<file path="config.mk">
export PLATFORM = sky130hd
export DESIGN_NAME = spi_xfer_ctrl
export DESIGN_NICKNAME = d
export VERILOG_FILES = /design/src/rtl/spi_xfer_ctrl.sv
export SDC_FILE = /design/constraint.sdc
export NUM_CORES = 1
export LEC_CHECK = 0
export ABC_AREA = 1
export CAP_MARGIN = 10
export CELL_PAD_IN_SITES_DETAIL_PLACEMENT = 0
export CELL_PAD_IN_SITES_GLOBAL_PLACEMENT = 2
export CORE_UTILIZATION = 30
export CTS_CLUSTER_SIZE = 40
export DETAILED_ROUTE_END_ITERATION = 12
export PLACE_DENSITY_LB_ADDON = 0.1
export SETUP_SLACK_MARGIN = 0.5
export SLEW_MARGIN = 20
export SYNTH_ARGS = -nofsm -noshare
export SYNTH_HDL_FRONTEND = slang
export SYNTH_SLANG_ARGS = --single-unit
</file>
<file path="constraint.sdc">
create_clock -name PCLK -period 1.9 [get_ports PCLK]
set_input_delay 0.475 -clock PCLK [delete_from_list [all_inputs] [get_ports PCLK]]
set_output_delay 0.475 -clock PCLK [all_outputs]
set_load 0.03 [all_outputs]
</file>
<file path="src/rtl/spi_xfer_ctrl.sv">
// Master-mode SPI frame sequencer: IDLE -> LEAD -> XFER -> TRAIL -> DONE.
// Define SPI_LOOPBACK_EN to add loop_i, which samples the internal MOSI instead of miso_i.
module spi_xfer_ctrl #(
   parameter int unsigned DATA_W = 8,
   parameter int unsigned DIV_W  = 12
) (
   input  logic              PCLK,
   input  logic              PRESET_n,
   input  logic              spe_i,
   input  logic              mstr_i,
   input  logic              cpol_i,
   input  logic              cpha_i,
   input  logic              lsbfe_i,
   input  logic [2:0]        sppr_i,
   input  logic [2:0]        spr_i,
   input  logic              send_data_i,
   input  logic [DATA_W-1:0] mosi_data_i,
`ifdef SPI_LOOPBACK_EN
   input  logic              loop_i,
`endif
   input  logic              miso_i,
   output logic              sclk_o,
   output logic              mosi_o,
   output logic              ss_o,
   output logic              tip_o,
   output logic              receive_data_o,
   output logic [DATA_W-1:0] miso_data_o
);

   localparam int unsigned      EdgeW    = $clog2(2 * DATA_W + 1);
   localparam logic [EdgeW-1:0] LastEdge = EdgeW'(2 * DATA_W);
   localparam logic [EdgeW-1:0] OneEdge  = EdgeW'(1);

   typedef enum logic [2:0] {
      StIdle,
      StLead,
      StXfer,
      StTrail,
      StDone
   } state_e;

   state_e            state_q;
   logic [DIV_W-1:0]  div_q;
   logic [DIV_W-1:0]  half_m1_q;
   logic [EdgeW-1:0]  edge_q;
   logic [DATA_W-1:0] tx_q;
   logic [DATA_W-1:0] rx_q;
   logic [DATA_W-1:0] miso_data_q;
   logic              cpol_q;
   logic              cpha_q;
   logic              lsbfe_q;
   logic              sclk_q;
   logic              mosi_q;
   logic              ss_q;
   logic              tip_q;
   logic              rx_valid_q;

   logic [DIV_W-1:0]  half_m1;
   logic [EdgeW-1:0]  edge_n;
   logic              start;
   logic              abort;
   logic              div_done;
   logic              lead_edge;
   logic              do_sample;
   logic              do_shift;
   logic              first_bit;
   logic              next_bit;
   logic              sample_bit;
   logic [DATA_W-1:0] tx_shifted;
   logic [DATA_W-1:0] rx_shifted;

   // Half-period minus one, so the divider reloads and counts down to zero.
   assign half_m1 = ((DIV_W'(sppr_i) + DIV_W'(1)) << spr_i) - DIV_W'(1);

   assign start    = (state_q == StIdle) && send_data_i && spe_i && mstr_i;
   assign abort    = (state_q != StIdle) && !(spe_i && mstr_i);
   assign div_done = (div_q == '0);

   assign edge_n    = edge_q + OneEdge;
   assign lead_edge = edge_n[0];

   // CPHA=1 shifts on leading edges, but the first bit is already on MOSI from LEAD.
   assign do_sample = cpha_q ? !lead_edge : lead_edge;
   assign do_shift  = cpha_q ? (lead_edge && (edge_n != OneEdge))
                             : (!lead_edge && (edge_n != LastEdge));

   assign first_bit  = lsbfe_i ? mosi_data_i[0] : mosi_data_i[DATA_W-1];
   assign next_bit   = lsbfe_q ? tx_q[1] : tx_q[DATA_W-2];
   assign tx_shifted = lsbfe_q ? (tx_q >> 1) : (tx_q << 1);

`ifdef SPI_LOOPBACK_EN
   assign sample_bit = loop_i ? mosi_q : miso_i;
`else
   assign sample_bit = miso_i;
`endif

   assign rx_shifted = lsbfe_q ? {sample_bit, rx_q[DATA_W-1:1]}
                               : {rx_q[DATA_W-2:0], sample_bit};

   always_ff @(posedge PCLK or negedge PRESET_n) begin
      if (!PRESET_n) begin
         state_q     <= StIdle;
         div_q       <= '0;
         half_m1_q   <= '0;
         edge_q      <= '0;
         tx_q        <= '0;
         rx_q        <= '0;
         miso_data_q <= '0;
         cpol_q      <= 1'b0;
         cpha_q      <= 1'b0;
         lsbfe_q     <= 1'b0;
         sclk_q      <= 1'b0;
         mosi_q      <= 1'b0;
         ss_q        <= 1'b1;
         tip_q       <= 1'b0;
         rx_valid_q  <= 1'b0;
      end else if (abort) begin
         state_q    <= StIdle;
         ss_q       <= 1'b1;
         tip_q      <= 1'b0;
         sclk_q     <= cpol_i;
         rx_valid_q <= 1'b0;
      end else begin
         rx_valid_q <= 1'b0;
         unique case (state_q)
            StIdle: begin
               ss_q   <= 1'b1;
               tip_q  <= 1'b0;
               sclk_q <= cpol_i;
               if (start) begin
                  state_q   <= StLead;
                  ss_q      <= 1'b0;
                  tip_q     <= 1'b1;
                  cpol_q    <= cpol_i;
                  cpha_q    <= cpha_i;
                  lsbfe_q   <= lsbfe_i;
                  half_m1_q <= half_m1;
                  div_q     <= half_m1;
                  edge_q    <= '0;
                  tx_q      <= mosi_data_i;
                  mosi_q    <= first_bit;
                  rx_q      <= '0;
               end
            end
            StLead: begin
               if (div_done) begin
                  state_q <= StXfer;
                  div_q   <= half_m1_q;
               end else begin
                  div_q <= div_q - DIV_W'(1);
               end
            end
            StXfer: begin
               if (div_done) begin
                  div_q  <= half_m1_q;
                  edge_q <= edge_n;
                  sclk_q <= ~sclk_q;
                  if (do_sample) begin
                     rx_q <= rx_shifted;
                  end
                  if (do_shift) begin
                     tx_q   <= tx_shifted;
                     mosi_q <= next_bit;
                  end
                  if (edge_n == LastEdge) begin
                     state_q <= StTrail;
                  end
               end else begin
                  div_q <= div_q - DIV_W'(1);
               end
            end
            StTrail: begin
               if (div_done) begin
                  state_q     <= StDone;
                  ss_q        <= 1'b1;
                  tip_q       <= 1'b0;
                  rx_valid_q  <= 1'b1;
                  miso_data_q <= rx_q;
               end else begin
                  div_q <= div_q - DIV_W'(1);
               end
            end
            StDone: begin
               state_q <= StIdle;
               sclk_q  <= cpol_i;
            end
            default: begin
               state_q <= StIdle;
            end
         endcase
      end
   end

   assign sclk_o         = sclk_q;
   assign mosi_o         = mosi_q;
   assign ss_o           = ss_q;
   assign tip_o          = tip_q;
   assign receive_data_o = rx_valid_q;
   assign miso_data_o    = miso_data_q;

endmodule

</file>
==> results.yml, run 1 <==
# flow metrics
yosys:
  top_area_share_pct: 38.8
  yosys_warnings: 0
  synthCells: 545
  synth.cells.most_frequent: "nand2_1 (132), inv_1 (63), dfrtp_1 (62)"
  xor_area_share_pct: 3.07
  topCombFamilyByArea: "simple AND/OR/NAND/NOR gates"
cells_and_area:
  reg.largest.list: "div_q (12), half_m1_q (12)"
  stdcell_area_um2: 6500
  num_antenna_cells: 0
  seq_share_pct: 24.3
floorplanning:
  core_region_area_um2: 12800
  rows: 41
  nWellTaps: 172
  die_x_um: 117
placement:
  dp_worst_setup_slack_ns: -0.750
  port_buffers: 35
setup_path:
  r2r_end: "mosi_o"
  arrival_ns: 2.11
  crit_end: "mosi_o"
  cpPeakStageDelay_ns: 0.49
  crit_type: "input pin to register"
route:
  drt-total-wl_um: 12200
  ant_nets: 0
  vias: 4121
power_and_ir_drop:
  pg_comb_mw: 4.18
  power.internal_mw: 4.59
status:
  status: "complete, no violations"
grt:
  grtUsageMet1_pct: 24.4
Figure 1. Sequential cells grouped by signal name (run 1).
The bar under the picture is 20 um long. Other sequential cells in the stronger gray, the rest of the logic in the fainter gray.
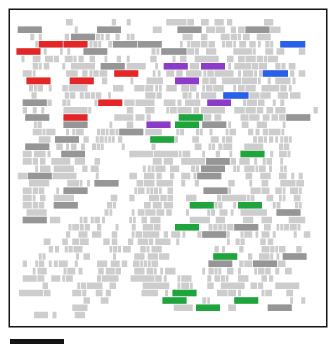
legend:
  blue:
    name_in_the_netlist: state_q
    placed_flops: 3
  green:
    name_in_the_netlist: half_m1_q
    placed_flops: 12
  purple:
    name_in_the_netlist: edge_q
    placed_flops: 5
    where: top middle
  red:
    name_in_the_netlist: rx_q
    placed_flops: 8
    where: top left

Figure 2. Cells by drive strength (run 1).
The bar under the picture is 20 um long.
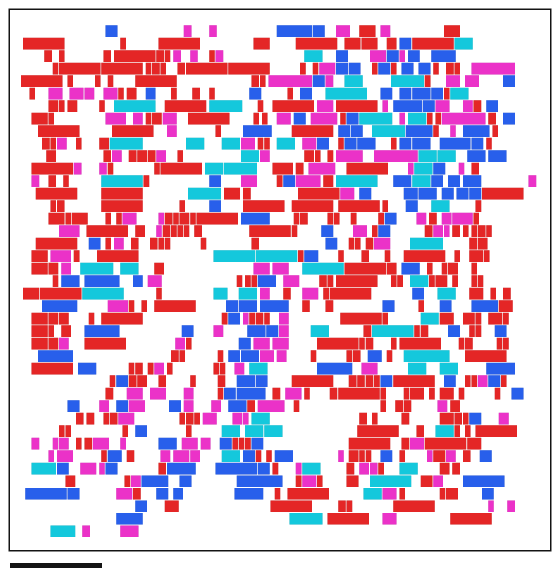
legend:
  red:
    size: x1 and smaller
    cells: 371
    share: 54%
  blue:
    size: x3 and x4
    cells: 132
    share: 19%
  cyan:
    size: x6 and larger
    cells: 57
    share: 8.2%
  magenta:
    size: x2
    cells: 131
    share: 19%

Figure 3. Clock nets (run 1).
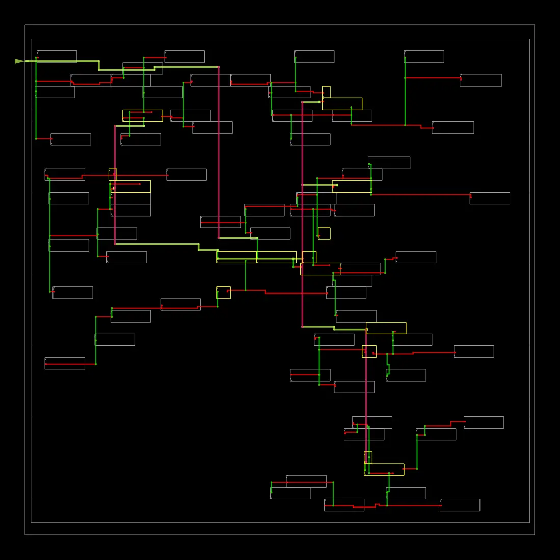
clk sinks: 63
Latency at later pin: 0.34 ns
CLK BUF: 9
CTS Buf Count: 9
Flop Count: 63

==> run 2: changes to the inputs <==
- CAP_MARGIN: 10 -> 0
Figure 4. Cells by drive strength (run 2).
The bar under the picture is 20 um long.
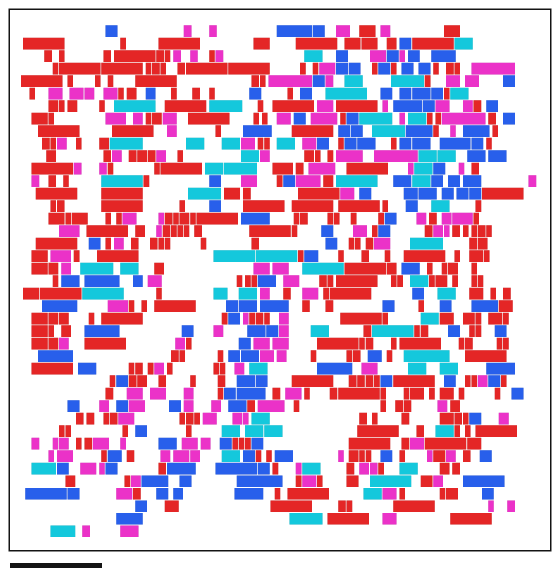
legend:
  blue:
    size: x3 and x4
    cells: 132
    share: 19%
  magenta:
    size: x2
    cells: 131
    share: 19%
  red:
    size: x1 and smaller
    cells: 371
    share: 54%
  cyan:
    size: x6 and larger
    cells: 57
    share: 8.2%

Figure 5. Sequential cells grouped by signal name (run 2).
The bar under the picture is 20 um long. Other sequential cells in the stronger gray, the rest of the logic in the fainter gray.
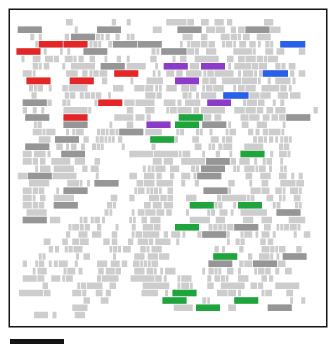
legend:
  purple:
    name_in_the_netlist: edge_q
    placed_flops: 5
    where: top middle
  green:
    name_in_the_netlist: half_m1_q
    placed_flops: 12
  blue:
    name_in_the_netlist: state_q
    placed_flops: 3
  red:
    name_in_the_netlist: rx_q
    placed_flops: 8
    where: top left
not colored: 35

==> run 2 against run 1 <==
Against the previous run: design area did not move; clock power barely moved; sequential power barely moved; synthesized area did not move; combinational power barely moved; setup slack did not move; die size did not move; global-route usage did not move; non-clock buffer count did not move; synthesized cell count did not move; maximum frequency did not move.
==> results.yml, run 2 <==
# flow metrics
yosys:
  xor_area_share_pct: 3.07
  yosysSeqAreaShare_pct: 39.4
  yosys_warnings: 0
  synthCells: 545
  topCombFamilyByArea: "simple AND/OR/NAND/NOR gates"
  synth_top_cell_by_count: "nand2_1"
  synth.cells.most_frequent: "nand2_1 (132), inv_1 (63), dfrtp_1 (62)"
  top_area_share_pct: 38.8
clock_network:
  cts_hold_buf: 0
  htreeDepth: 3
  cts_setup_buffers: 18
  cts_buffers: 9
  cts_buffer_depth: 2
  cts.sinks: 63
  clock_latency_ns: 0.34
placement:
  port_buffers: 35
  placed_cell_area_um2: 5160
  dp_worst_setup_slack_ns: -0.750
  gp_congestion: 0.752
setup_path:
  cpPeakStageDelay_ns: 0.49
  crit_end: "mosi_o"
  r2r_end: "mosi_o"
  r2r_cells: 12
  arrival_ns: 2.11
  crit_type: "input pin to register"
floorplanning:
  rows: 41
  die_h_um: 117
  die_x_um: 117
  pin_count: 36
  core_region_area_um2: 12800
power_and_ir_drop:
  power_frac_comb_pct: 52.9
  pg_comb_mw: 4.18
  power.internal_mw: 4.59
cells_and_area:
  seq_share_pct: 24.3
  seq_cell_count: 63
  final_util_pct: 50.7
  clock_buffers: 9
  stdcell_area_um2: 6500
  buf_share_pct: 20.6
  num_antenna_cells: 0
status:
  status: "complete, no violations"
timing:
  hold_ws_ns: 0.0478
grt:
  grt_pass1_wl_um: 19900
  grt_use_met2_pct: 28.7
  grtUsageMet1_pct: 24.4
route:
  wl_met1_um: 5870
  vias: 4121
  drt-total-wl_um: 12200
  ant_nets: 0
Power and IR drop assume default switching activity.
